==> config.mk <==
export PLATFORM = sky130hd
export DESIGN_NAME = mole_round_ctrl
export DESIGN_NICKNAME = d
export VERILOG_FILES = /design/src/rtl/whack_pkg.sv /design/src/rtl/mole_lfsr.sv /design/src/rtl/mole_round_ctrl.sv
export SDC_FILE = /design/constraint.sdc
export NUM_CORES = 1
export LEC_CHECK = 0
export CORE_AREA = 8 8 69 71
export CTS_BUF_LIST = sky130_fd_sc_hd__clkbuf_8 sky130_fd_sc_hd__clkbuf_16
export CTS_CLUSTER_DIAMETER = 30
export DETAILED_ROUTE_END_ITERATION = 12
export DIE_AREA = 0 0 77 79
export PLACE_DENSITY_LB_ADDON = 0.25
export SLEW_MARGIN = 10
export SYNTH_ARGS = -nofsm -noshare
export SYNTH_HDL_FRONTEND = slang
export SYNTH_SLANG_ARGS = --single-unit
==> constraint.sdc <==
create_clock -name clock -period 7.45 [get_ports clock]
set_clock_uncertainty 0.15 [all_clocks]
set_input_delay 1.1175 -clock clock [delete_from_list [all_inputs] [get_ports clock]]
set_output_delay 1.1175 -clock clock [all_outputs]
set_load 0.05 [all_outputs]
==> src/rtl/whack_pkg.sv <==
// Shared types and constants for the whack-a-mole round controller.
// Latency: n/a (types and constants only).
// Backpressure: n/a.
package whack_pkg;

  localparam int LFSR_W = 8;
  // Fibonacci taps for x^8+x^6+x^5+x^4+1 on a left-shifting register (bits 7,5,4,3).
  localparam logic [LFSR_W-1:0] LFSR_TAPS = 8'hB8;
  localparam int MISS_W = 3;

  typedef enum logic [2:0] {
    IDLE   = 3'd0,
    SPAWN  = 3'd1,
    ACTIVE = 3'd2,
    HIT    = 3'd3,
    MISS   = 3'd4,
    OVER   = 3'd5
  } state_e;

  // One LFSR step: shift left, XOR of the tapped bits enters at bit 0.
  function automatic logic [LFSR_W-1:0] lfsr_step(input logic [LFSR_W-1:0] v);
    return {v[LFSR_W-2:0], ^(v & LFSR_TAPS)};
  endfunction

endpackage

==> src/rtl/mole_lfsr.sv <==
// Free-running seedable 8-bit LFSR giving a pseudo-random mole index (lfsr mod N).
// Latency: advances every cycle; idx_o is combinational from the current register.
// Backpressure: none, never stalls.
module mole_lfsr
  import whack_pkg::*;
#(
  parameter int                N    = 3,
  parameter logic [LFSR_W-1:0] SEED = 8'hA5,
  localparam int               IW   = (N > 1) ? $clog2(N) : 1
) (
  input  logic          clock,
  input  logic          scoreReset,
  output logic [IW-1:0] idx_o
);

  logic [LFSR_W-1:0] lfsr_q;

  // Shift register: reloads the non-zero seed on reset, otherwise steps every clock.
  always_ff @(posedge clock or posedge scoreReset) begin
    if (scoreReset) lfsr_q <= SEED;
    else            lfsr_q <= lfsr_step(lfsr_q);
  end

  assign idx_o = IW'(lfsr_q % N);

endmodule

==> src/rtl/mole_round_ctrl.sv <==
// Whack-a-mole round sequencer: spawns moles, times rounds, classifies presses, counts misses.
// Latency: start -> score_clr next cycle, mole valid 2 cycles after start; hit -> score_inc next cycle.
// Backpressure: none; build option MOLE_WRONG_PRESS_PENALTY_EN turns a lone wrong press into a miss.
module mole_round_ctrl
  import whack_pkg::*;
#(
  parameter int          NUM_MOLES     = 3,
  parameter int          TIMEOUT_TICKS = 8,
  parameter int          MAX_MISSES    = 3,
  parameter logic [7:0]  LFSR_SEED     = 8'hA5
) (
  input  logic                 clock,
  input  logic                 scoreReset,
  input  logic                 start,
  input  logic                 tick,
  input  logic [NUM_MOLES-1:0] hit,
  output logic [NUM_MOLES-1:0] mole,
  output logic                 score_inc,
  output logic                 score_clr,
  output logic [MISS_W-1:0]    misses,
  output logic                 game_over,
  output logic                 busy
);

  localparam int                IW     = $clog2(NUM_MOLES);
  localparam int                TW     = $clog2(TIMEOUT_TICKS);
  localparam logic [TW-1:0]     T_LAST = TW'(TIMEOUT_TICKS - 1);
  localparam logic [MISS_W-1:0] M_MAX  = MISS_W'(MAX_MISSES);

  state_e                 state_q, state_d;
  logic [NUM_MOLES-1:0]   mole_q, mole_d;
  logic [NUM_MOLES-1:0]   hit_q;
  logic                   inc_q, inc_d;
  logic                   clr_q, clr_d;
  logic [MISS_W-1:0]      misses_q, misses_d;
  logic [TW-1:0]          timer_q, timer_d;
  logic [IW-1:0]          idx;
  logic [NUM_MOLES-1:0]   rise;
  logic                   good_press;
  logic                   any_press;
  logic [MISS_W-1:0]      miss_inc;

  mole_lfsr #(
    .N    (NUM_MOLES),
    .SEED (LFSR_SEED)
  ) u_lfsr (
    .clock      (clock),
    .scoreReset (scoreReset),
    .idx_o      (idx)
  );

  // Only fresh presses count; a button already held when the mole appears is not a hit.
  assign rise       = hit & ~hit_q;
  assign good_press = |(rise & mole_q);
  assign any_press  = |rise;
  assign miss_inc   = (misses_q >= M_MAX) ? M_MAX : misses_q + MISS_W'(1);

  // Next-state logic: round sequencing, strobe generation and miss accounting.
  always_comb begin
    state_d  = state_q;
    mole_d   = mole_q;
    inc_d    = 1'b0;
    clr_d    = 1'b0;
    misses_d = misses_q;
    timer_d  = timer_q;
    case (state_q)
      IDLE, OVER: begin
        mole_d = '0;
        if (start) begin
          state_d  = SPAWN;
          clr_d    = 1'b1;
          misses_d = '0;
        end
      end
      SPAWN: begin
        mole_d  = NUM_MOLES'(1) << idx;
        timer_d = '0;
        state_d = ACTIVE;
      end
      ACTIVE: begin
        if (good_press) begin
          // Correct button wins over a simultaneous wrong press or timeout.
          state_d = HIT;
          mole_d  = '0;
          inc_d   = 1'b1;
        end else if (any_press) begin
`ifdef MOLE_WRONG_PRESS_PENALTY_EN
          state_d = MISS;
          mole_d  = '0;
`else
          state_d = ACTIVE;
`endif
        end else if (tick) begin
          if (timer_q == T_LAST) begin
            state_d = MISS;
            mole_d  = '0;
          end else begin
            timer_d = timer_q + TW'(1);
          end
        end
      end
      HIT: begin
        state_d = SPAWN;
      end
      MISS: begin
        misses_d = miss_inc;
        state_d  = (miss_inc == M_MAX) ? OVER : SPAWN;
      end
      default: begin
        state_d = IDLE;
        mole_d  = '0;
      end
    endcase
  end

  // State and output registers; reset abandons any round without emitting strobes.
  always_ff @(posedge clock or posedge scoreReset) begin
    if (scoreReset) begin
      state_q  <= IDLE;
      mole_q   <= '0;
      inc_q    <= 1'b0;
      clr_q    <= 1'b0;
      misses_q <= '0;
      timer_q  <= '0;
    end else begin
      state_q  <= state_d;
      mole_q   <= mole_d;
      inc_q    <= inc_d;
      clr_q    <= clr_d;
      misses_q <= misses_d;
      timer_q  <= timer_d;
    end
  end

  // Button history for edge detection, tracked in every state.
  always_ff @(posedge clock or posedge scoreReset) begin
    if (scoreReset) hit_q <= '0;
    else            hit_q <= hit;
  end

  assign mole      = mole_q;
  assign score_inc = inc_q;
  assign score_clr = clr_q;
  assign misses    = misses_q;
  assign game_over = (state_q == OVER);
  assign busy      = (state_q != IDLE) && (state_q != OVER);

endmodule

==> out/metrics.csv <==
stage,metric,value,unit
clock_network,# Post-CTS Setup Buffers,0,
final_timing,unrepaired setup endpoints after global routing,no,
layout,inverter count,12,
pwr,sequential share of power,46.7,%
yosys,leading area contributor after synthesis,dfrtp_1,
placement,pre-CTS setup slack,2400,ps
pwr,combinational power share,31.4,%
routing,M1 WL,2.03,mm
routing,routed wl met2,2.12,mm
pwr,Pint,0.225,mW
layout,layout cells sized above 1,11.4,%
global_route,total grt overflow,0,
layout,Post-Layout Inst Area,2310,µm²
yosys,Post-Syn Area,2130,µm²
floorplanning,die height,79,µm
layout,Non-CTS buffers,16,
setup_path,largest stage delay on the critical path,690,ps
yosys,Synth Warn #,0,
min_path,Hold/Removal Path Class,register to register,
routing,1st-iter DRT viols,166,
final_timing,Tcrit/Tclk final,69.1,%
final_timing,Hold Slack,310,ps
setup_path,WP buf/inv,3,
global_route,M1 GR Usage,18.9,%
pwr,clock share of power,21.9,%
yosys,"EDFF count, synth",0,
yosys,Post-synth ARST share,100,%
outcome,outcome,completed,
global_route,vias in the first global route,1661,
clock_network,Worst-path clk slew,80,ps
floorplanning,# IOs,17,
clock_network,Clock Path Buffers,2,
pwr,Psw,0.125,mW
routing,Final ANT Viol Nets,0,
final_timing,fmax,194,MHz
placement,port bufs,16,
yosys,"top cells, area","dfrtp_1 25%, ha_1 5.3%, dfstp_2 4.9%, nand2_1 3.5%, nor2_1 3.2%",
layout,logic gate fraction of the total cell area,59.2,%
final_timing,Final Hold Viols,0,
yosys,Mapped Cells,237,
setup_path,critical path endpoint category,register,
routing,DR vias/cell,6.26,
final_timing,Max-slew headroom,38.4,%
yosys,Synth Area in Simple Gates,27.6,%
layout,Final Net Count,263,
pwr,combinational gate power,0.110,mW
setup_path,Worst R2R Setup Slack,2300,ps
layout,flip-flop and latch area,631,µm²
pwr,Clock net power,0.0767,mW
pwr,switch share,35.8,%
yosys,"FF+latch count, synth",25,
run,Tool Warnings,27,
floorplanning,n_taps,50,
yosys,yosys synthesis chip area,2130,µm²
pwr,Seq power,0.163,mW
floorplanning,total die area,6080,µm²
yosys,Synth mux share,1.41,%
placement,"Cell Area, Placed",2270,µm²
setup_path,critical path class,register to register,
floorplanning,number of cell rows,23,
pwr,Leakage,1.01,nW
clock_network,Clock Latency Late Sink,260,ps
layout,mi-comb count,189,
setup_path,CP top delay family,AND-OR/OR-AND gates,
layout,final-layout non-clock buffer area share,6.93,%
layout,Layout area overhead,8.77,%
global_route,largest net degree at the start of global routing,26,
clock_network,Num CTS Buffers,3,
layout,non-filler instance count after layout,296,
global_route,gr busiest metal,met2,
yosys,"count leader, synth",dfrtp_1,
clock_network,post-CTS sizing,0,
setup_path,Worst Path Required,7440,ps
setup_path,CP Cell Sequence,inv_1 -> ha_1 -> nor2b_4 -> o41ai_2 -> o21ai_2 -> nand2_1 -> a211oi_1 -> a2111oi_4 -> ha_1 -> inv_1 -> o311ai_4 -> nor3_1 -> xor2_1 -> inv_1 -> ha_1 -> a41oi_1 -> nand3_1 -> nor4_2 -> and2_4 -> o311ai_1,
final_timing,PnR worst setup slack,2300,ps
layout,dominant logic cell type in the layout,dfrtp_1,
final_timing,number of setup violations in the final report,0,
placement,GPL Wtd Cong,0.844,
global_route,global-route usage over all layers,14.5,%
global_route,initial antenna violation count,0,
pwr,power per cell area,151,nW/µm²
global_route,met3 GRT Util,2.48,%
layout,flip-flop count of the largest register after layout,8,
layout,end-of-flow core utilization,60.9,%
layout,flip-flops,25,
placement,placed cells,292,
setup_path,"Max FO, Critical Path",18,
setup_path,critical path arrival,5140,ps
floorplanning,Die Width,77,µm
layout,flop share of the area,27.3,%
layout,most frequent cells in the layout,"21 x dfrtp_1, 20 x nand2_1, 18 x nor2_1",
layout,# clk buffers,3,
yosys,"Seq share, synth",29.7,%
placement,detailed placement HPWL,3.35,mm
floorplanning,Std-Cell Core Area,3800,µm²
yosys,syn_nets,253,
clock_network,Hold Buf Count CTS,0,
layout,FILL cells,334,
final_timing,final max-slew violation count,0,
routing,highest metal used,met4,
clock_network,Root Driver,clkbuf_8,
layout,Clock buf/inv share,1.95,%
global_route,first-pass GRT wire length,7.52,mm
setup_path,crit path max-delay cell type,dfrtp_1,
layout,Logic area,1370,µm²
routing,DRC violations left,0,
run,max-cap violation count,0,
clock_network,clock sink count,25,
yosys,synth cell count leaders,"21 x dfrtp_1, 20 x nand2_1, 18 x nor2_1",
layout,Leading cell kind,logic gates,
pwr,VDD IR max,0.140,mV
clock_network,H-tree levels,1,
yosys,Post-Synth Adder-Cell Area,5.30,%
yosys,Commonest flop,dfrtp_1,
yosys,Post-Syn Area per Cell,8.97,µm²
routing,drt wl/cell,15.0,µm
clock_network,TritonCTS clock tree,built,
yosys,aoi share,27.6,%
yosys,Yosys Instances,237,
yosys,Top non-seq family,AND-OR/OR-AND gates,
final_timing,worst-margin pin slew,923,ps
floorplanning,FP Core Util,56.0,%
setup_path,CP startpoint kind,register,
pwr,Pwr Total,0.350,mW
final_timing,Sum Neg Setup Slack,0,ps
yosys,Area leader share,24.7,%
yosys,Unique cell types,68,
final_timing,Tmin final,5150,ps
routing,met3 WL,226,µm
routing,DRT Pass-1 Iters,4,
yosys,xor/xnor share,2.47,%
layout,Ant. Diodes,0,
layout,most flop-heavy register,u_lfsr.lfsr_q,
worst paths after layout:
kind	cells past startpoint	start	endpoint
min in group asynchronous	2	scoreReset	timer_q[1]$_DFFE_PP0P_
min	0	u_lfsr.lfsr_q[0]$_DFF_PP1_	u_lfsr.lfsr_q[1]$_DFF_PP0_
min reg2reg	0	u_lfsr.lfsr_q[0]$_DFF_PP1_	u_lfsr.lfsr_q[1]$_DFF_PP0_
max	20	u_lfsr.lfsr_q[4]$_DFF_PP0_	mole[2]$_DFFE_PP0P_
max reg2reg	20	u_lfsr.lfsr_q[4]$_DFF_PP0_	mole[2]$_DFFE_PP0P_
max in group asynchronous	2	scoreReset	u_lfsr.lfsr_q[4]$_DFF_PP0_
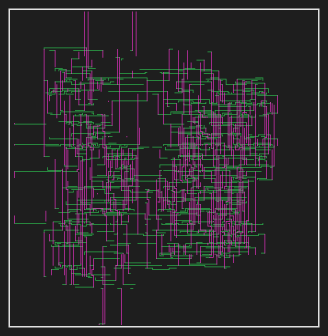
(images/metal_stack.png)
(4 px per µm) Two of the layers only.
colour	layer	wire length
magenta	met2	2120 µm
green	met1	2030 µm

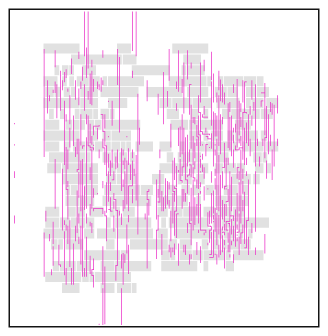
(images/met2.png)
(4 px per µm) Cells faint in the background.
wire length on this layer	2120 µm
longest straight run	35.0 µm
main direction	vertical
share of all routed wire	48%
Total Wirelength: 4.45 mm
via count: 1853
met2 Usage GRT: 23.6%

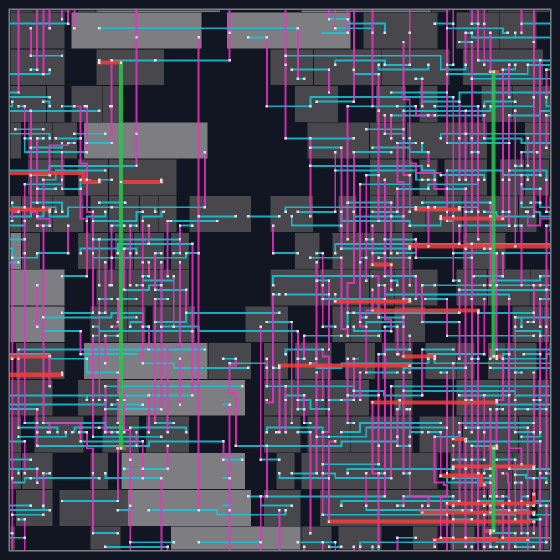
(images/zoom.png)
Region (18, 20) to (58, 60) µm. Cells in grey, sequential cells in the stronger grey; small squares are vias.
colour	layer
cyan	met1
green	met4
magenta	met2
red	met3
cells with their middle in the window	133
sequential cells in the window	8
netlist names of flops here include	`u_lfsr.lfsr_q` (4), `mole` (3)
most frequent	nor2_1 (12), nand2_1 (9)

Power figures rest on the tool's default switching activity, not on a simulated workload.
